**Wire density map**

The die is cut into 28 by 25 equal tiles; white is low, dark blue is high, scaled to the fullest tile. Values are wire area over tile area, all layers added.
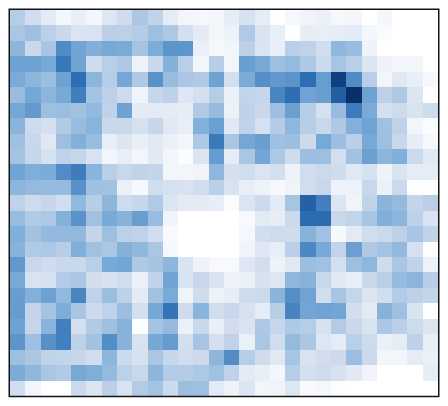
**Pin map**

Scale bar: 50 um. Pins as bars across the die edge, other pins in gray.
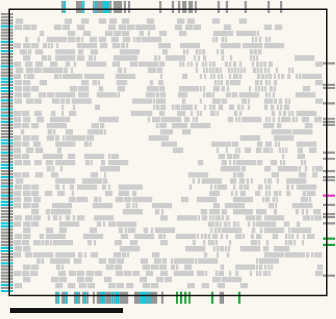
**Gate families picked out**

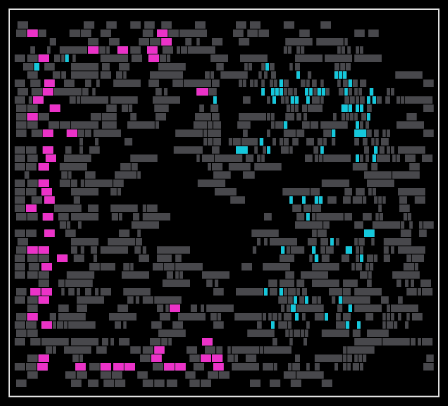
**Clock wiring as the flow saved it**

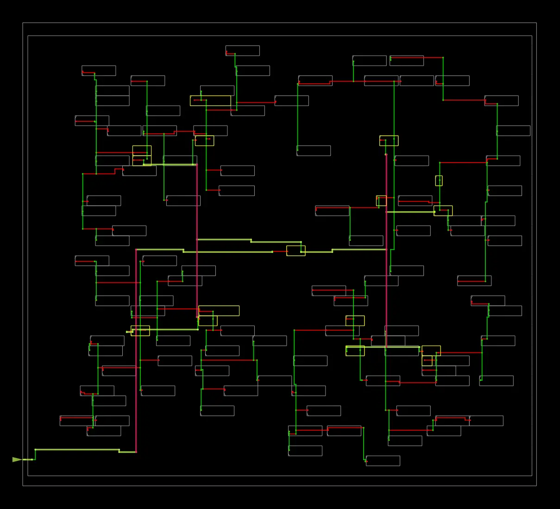
$ cat config.mk
export PLATFORM = sky130hd
export DESIGN_NAME = i2s_stream_ctrl
export DESIGN_NICKNAME = d
export VERILOG_FILES = /design/src/rtl/i2s_stream_ctrl.sv
export SDC_FILE = /design/constraint.sdc
export NUM_CORES = 1
export LEC_CHECK = 0
export ABC_AREA = 1
export CORE_ASPECT_RATIO = 0.9
export CORE_UTILIZATION = 30
export CTS_BUF_LIST = sky130_fd_sc_hd__clkbuf_2 sky130_fd_sc_hd__clkbuf_4 sky130_fd_sc_hd__clkbuf_8
export CTS_CLUSTER_SIZE = 10
export DETAILED_ROUTE_END_ITERATION = 6
export PLACE_DENSITY_LB_ADDON = 0.05
export SKIP_CTS_REPAIR_TIMING = 1
export SLEW_MARGIN = 20
export SYNTH_ARGS = -nofsm -noshare
export SYNTH_HDL_FRONTEND = slang
export SYNTH_SLANG_ARGS = --single-unit
$ cat constraint.sdc
create_clock -name clk -period 2 [get_ports clk]
set_input_delay 0.4 -clock clk [delete_from_list [all_inputs] [get_ports clk]]
set_output_delay 0.4 -clock clk [all_outputs]
set_load 0.02 [all_outputs]
$ cat src/rtl/i2s_stream_ctrl.sv
// Scheduler in front of the I2S master: divider-based clock enables, start/drain
// sequencing, frame-aligned two-source arbitration, mute and underrun substitution.
module i2s_stream_ctrl #(
   parameter int DIV_W  = 8,
   parameter int UCNT_W = 16
) (
   input  logic              clk,
   input  logic              rst_n,
   input  logic              cfg_enable,
   input  logic [DIV_W-1:0]  cfg_mclk_div,
   input  logic [DIV_W-1:0]  cfg_sclk_div,
   input  logic              cfg_src_sel,
   input  logic              cfg_mute,
   input  logic [47:0]       src0_data,
   input  logic              src0_valid,
   output logic              src0_ready,
   input  logic [47:0]       src1_data,
   input  logic              src1_valid,
   output logic              src1_ready,
   output logic              mclk_en,
   output logic              sclk_en,
   output logic              i2s_rst,
   output logic [47:0]       i2s_data,
   output logic              i2s_valid,
   input  logic              i2s_ready,
   output logic              running,
   output logic              active_src,
   output logic [UCNT_W-1:0] underrun_cnt
);

   typedef enum logic [1:0] {S_IDLE, S_START, S_RUN, S_DRAIN} state_t;

   state_t             state_q, state_d;
   logic [DIV_W-1:0]   mclk_div_q, mclk_div_d;
   logic [DIV_W-1:0]   sclk_div_q, sclk_div_d;
   logic [DIV_W-1:0]   mclk_cnt_q, mclk_cnt_d;
   logic [DIV_W-1:0]   sclk_cnt_q, sclk_cnt_d;
   logic [47:0]        out_q, out_d;
   logic               active_src_q, active_src_d;
   logic [UCNT_W-1:0]  ucnt_q, ucnt_d;

   logic [47:0] src_data [2];
   logic [1:0]  src_valid;
   logic [1:0]  src_ready;
   logic        sel_valid;
   logic [47:0] sel_data;
   logic        clk_on;
   logic        boundary;
   logic        pop;

   assign src_data[0] = src0_data;
   assign src_data[1] = src1_data;
   assign src_valid   = {src1_valid, src0_valid};
   assign sel_valid   = src_valid[cfg_src_sel];
   assign sel_data    = src_data[cfg_src_sel];

   assign clk_on   = (state_q == S_RUN) || (state_q == S_DRAIN);
   assign boundary = (state_q == S_RUN) && i2s_ready;
   // Only the currently requested source can be popped, so both readies are never high together.
   assign pop      = ((state_q == S_START) || boundary) && sel_valid;

   genvar gi;
   generate
      for (gi = 0; gi < 2; gi++) begin : g_src
         assign src_ready[gi] = pop && (cfg_src_sel == 1'(gi));
      end
   endgenerate

   assign src0_ready   = src_ready[0];
   assign src1_ready   = src_ready[1];
   assign mclk_en      = clk_on && (mclk_cnt_q == mclk_div_q);
   assign sclk_en      = clk_on && (sclk_cnt_q == sclk_div_q);
   assign i2s_rst      = (state_q == S_IDLE);
   assign i2s_valid    = clk_on;
   assign i2s_data     = out_q;
   assign running      = (state_q != S_IDLE);
   assign active_src   = active_src_q;
   assign underrun_cnt = ucnt_q;

   always_comb begin
      state_d      = state_q;
      mclk_div_d   = mclk_div_q;
      sclk_div_d   = sclk_div_q;
      mclk_cnt_d   = '0;
      sclk_cnt_d   = '0;
      out_d        = out_q;
      active_src_d = active_src_q;
      ucnt_d       = ucnt_q;

      // Counters sit at zero outside RUN/DRAIN so the first pulse lands div+1 cycles into RUN.
      if (clk_on) begin
         mclk_cnt_d = (mclk_cnt_q == mclk_div_q) ? '0 : mclk_cnt_q + 1'b1;
         sclk_cnt_d = (sclk_cnt_q == sclk_div_q) ? '0 : sclk_cnt_q + 1'b1;
      end

      case (state_q)
         S_IDLE: begin
            mclk_div_d = cfg_mclk_div;
            sclk_div_d = cfg_sclk_div;
            if (cfg_enable) begin
               state_d = S_START;
               ucnt_d  = '0;
            end
         end
         S_START: begin
            state_d      = S_RUN;
            active_src_d = cfg_src_sel;
            out_d        = (sel_valid && !cfg_mute) ? sel_data : '0;
         end
         S_RUN: begin
            if (i2s_ready) begin
               active_src_d = cfg_src_sel;
               if (sel_valid) begin
                  out_d = cfg_mute ? '0 : sel_data;
               end else begin
                  out_d = '0;
                  if (ucnt_q != '1) ucnt_d = ucnt_q + 1'b1;
               end
            end
            if (!cfg_enable) state_d = S_DRAIN;
         end
         S_DRAIN: begin
            if (i2s_ready) begin
               out_d   = '0;
               state_d = S_IDLE;
            end
         end
         default: state_d = S_IDLE;
      endcase
   end

   always_ff @(posedge clk or negedge rst_n) begin
      if (!rst_n) begin
         state_q      <= S_IDLE;
         mclk_div_q   <= '0;
         sclk_div_q   <= '0;
         mclk_cnt_q   <= '0;
         sclk_cnt_q   <= '0;
         out_q        <= '0;
         active_src_q <= 1'b0;
         ucnt_q       <= '0;
      end else begin
         state_q      <= state_d;
         mclk_div_q   <= mclk_div_d;
         sclk_div_q   <= sclk_div_d;
         mclk_cnt_q   <= mclk_cnt_d;
         sclk_cnt_q   <= sclk_cnt_d;
         out_q        <= out_d;
         active_src_q <= active_src_d;
         ucnt_q       <= ucnt_d;
      end
   end

endmodule

==> run summary <==
The flow run is done. Once detail routing completed, the nets flagged for antenna violations numbered 0. In the final layout, the fill cell count is 1595. Tally of OpenROAD warnings landed at 31. Signal routing reaches up to met4. Core area landed at 16400 um^2. For this run, the detailed router reports a per-instance via density of 4.52. Share of post-route cells with drive strength above 1 landed at a little over a tenth. According to the timing report, the data required time at the worst endpoint equals about 1.6 ns. After layout, the inverter instance count without clock inverters stands at 86. The design draws roughly 8.6 mW. Worst-case setup slack after placement landed at -0.239 ns. Remaining max-slew budget at the tightest pin landed at 68.6%. Peak ir drop on the vdd network landed at about 0.00054 V. The fraction of final cell area spent on non-clock buffers in this run is between 20 and 30%. Number of hold violations in the final report landed at 0.

Area taken by multi-input logic gates landed at ~2300 um^2. Number of max-slew violations in the final report landed at 0. Share of the synthesized area in the top cell type landed at 48.4%. Of all cell types, the one taking the most synthesized area is dfrtp_1. The flow ran to the end, and the final reports show no timing, DRC or antenna violations.

Number of rows in the core area landed at 44. Layout multi-input combinational cell count landed at 392. The average instance in the mapped netlist occupies 8.52 um^2. Power dissipated in the clock network landed at about 1.5 mW. Number of DRC markers in iteration 0 landed at roughly 280. The clock network takes up 2.94% of total cell area after layout. Switching power summed over all nets landed at ~3.4 mW. Delay of the slowest cell on the worst path landed at between 0.4 and 0.5 ns. The timing report shows that the slowest cell on the worst path is dfrtp_1. Combinational power share landed at 49.0%. Fraction of the core area occupied by cells at floorplan landed at between 30 and 40%. Placed standard-cell area landed at between 7000 and 8000 um^2. CTS placed an instance of clkbuf_8 at the clock tree root. Clock net sink count landed at between 90 and 100.

Routed length on met3 landed at roughly 1200 um. Total number of yosys warnings landed at 0. Synthesis inferred between 90 and 100 register bits. Flip-flop and latch count landed at 99. Largest buffer count on any clock path landed at 2. Among the stages of the critical path, the cell type that occurs most often is buf_4. Buffer-and-inverter tally for the worst setup path landed at 2. Along the worst path, the maximum fanout reaches 3.
-- 'wire density map' (at the start) --
mean over tiles = 0.14
nearly empty tiles = 6.3%
tiles over half the peak = 13%
emptiest ninth of the die = center
fullest tile = 0.49
Detailed Route WL: 14600 um
average routed wire per standard cell: 14.1 um
GRT Overall Usage: 17.4%
routed via count: 4679

-- 'pin map' (at the start) --
green -> cfg_sclk_div  # pins 8, direction input, edge 6 south, 2 east
magenta -> mclk_en  # pins 1, direction output, edge east
cyan -> src1_data  # pins 48, direction input, edge 29 west, 13 south, 6 north
port buffer count: 191
Die Wd: 140 um
vertical die dimension: 126 um

-- 'gate families picked out' (at the start) --
cyan -> nor cells  # cells 66
magenta -> mux cells  # cells 49
share of the final layout cell area in multi-input gates: 29.0%
Final Instance Count excl. Fillers: 1035
Commonest Layout Cell: clkdlybuf4s50_1

-- 'clock wiring as the flow saved it' (at the start) --
worst clock skew on the final layout: 0.00767 ns
CTS buffer count: 9

-- path summary, 6_finish.rpt --
| check | from | endpoint | slack (ns) | depth (start not counted) |
|---|---|---|---|---|
| max in group asynchronous | rst_n | i2s_data[30] | 0.90 | 3 |
| worst max-delay path | state_q[0] | src1_ready | 0.07 | 5 |
| min in group clk | mclk_div_q[6] | mclk_div_q[6] | 0.51 | 2 |
| worst min-delay path | rst_n | mclk_div_q[5] | 0.51 | 2 |
| worst max register to register | state_q[0] | i2s_data[31] | 0.16 | 8 |
| worst min register to register | mclk_div_q[6] | mclk_div_q[6] | 0.51 | 2 |
-- flip-flops by register name, indices dropped and copies added, names as in the netlist --
signal and flops:
underrun_cnt 16, mclk_cnt_q 8, i2s_data 48, sclk_cnt_q 8, sclk_div_q 8, mclk_div_q 8, active_src 1, state_q 2
Power is estimated from default activity; no workload was simulated.
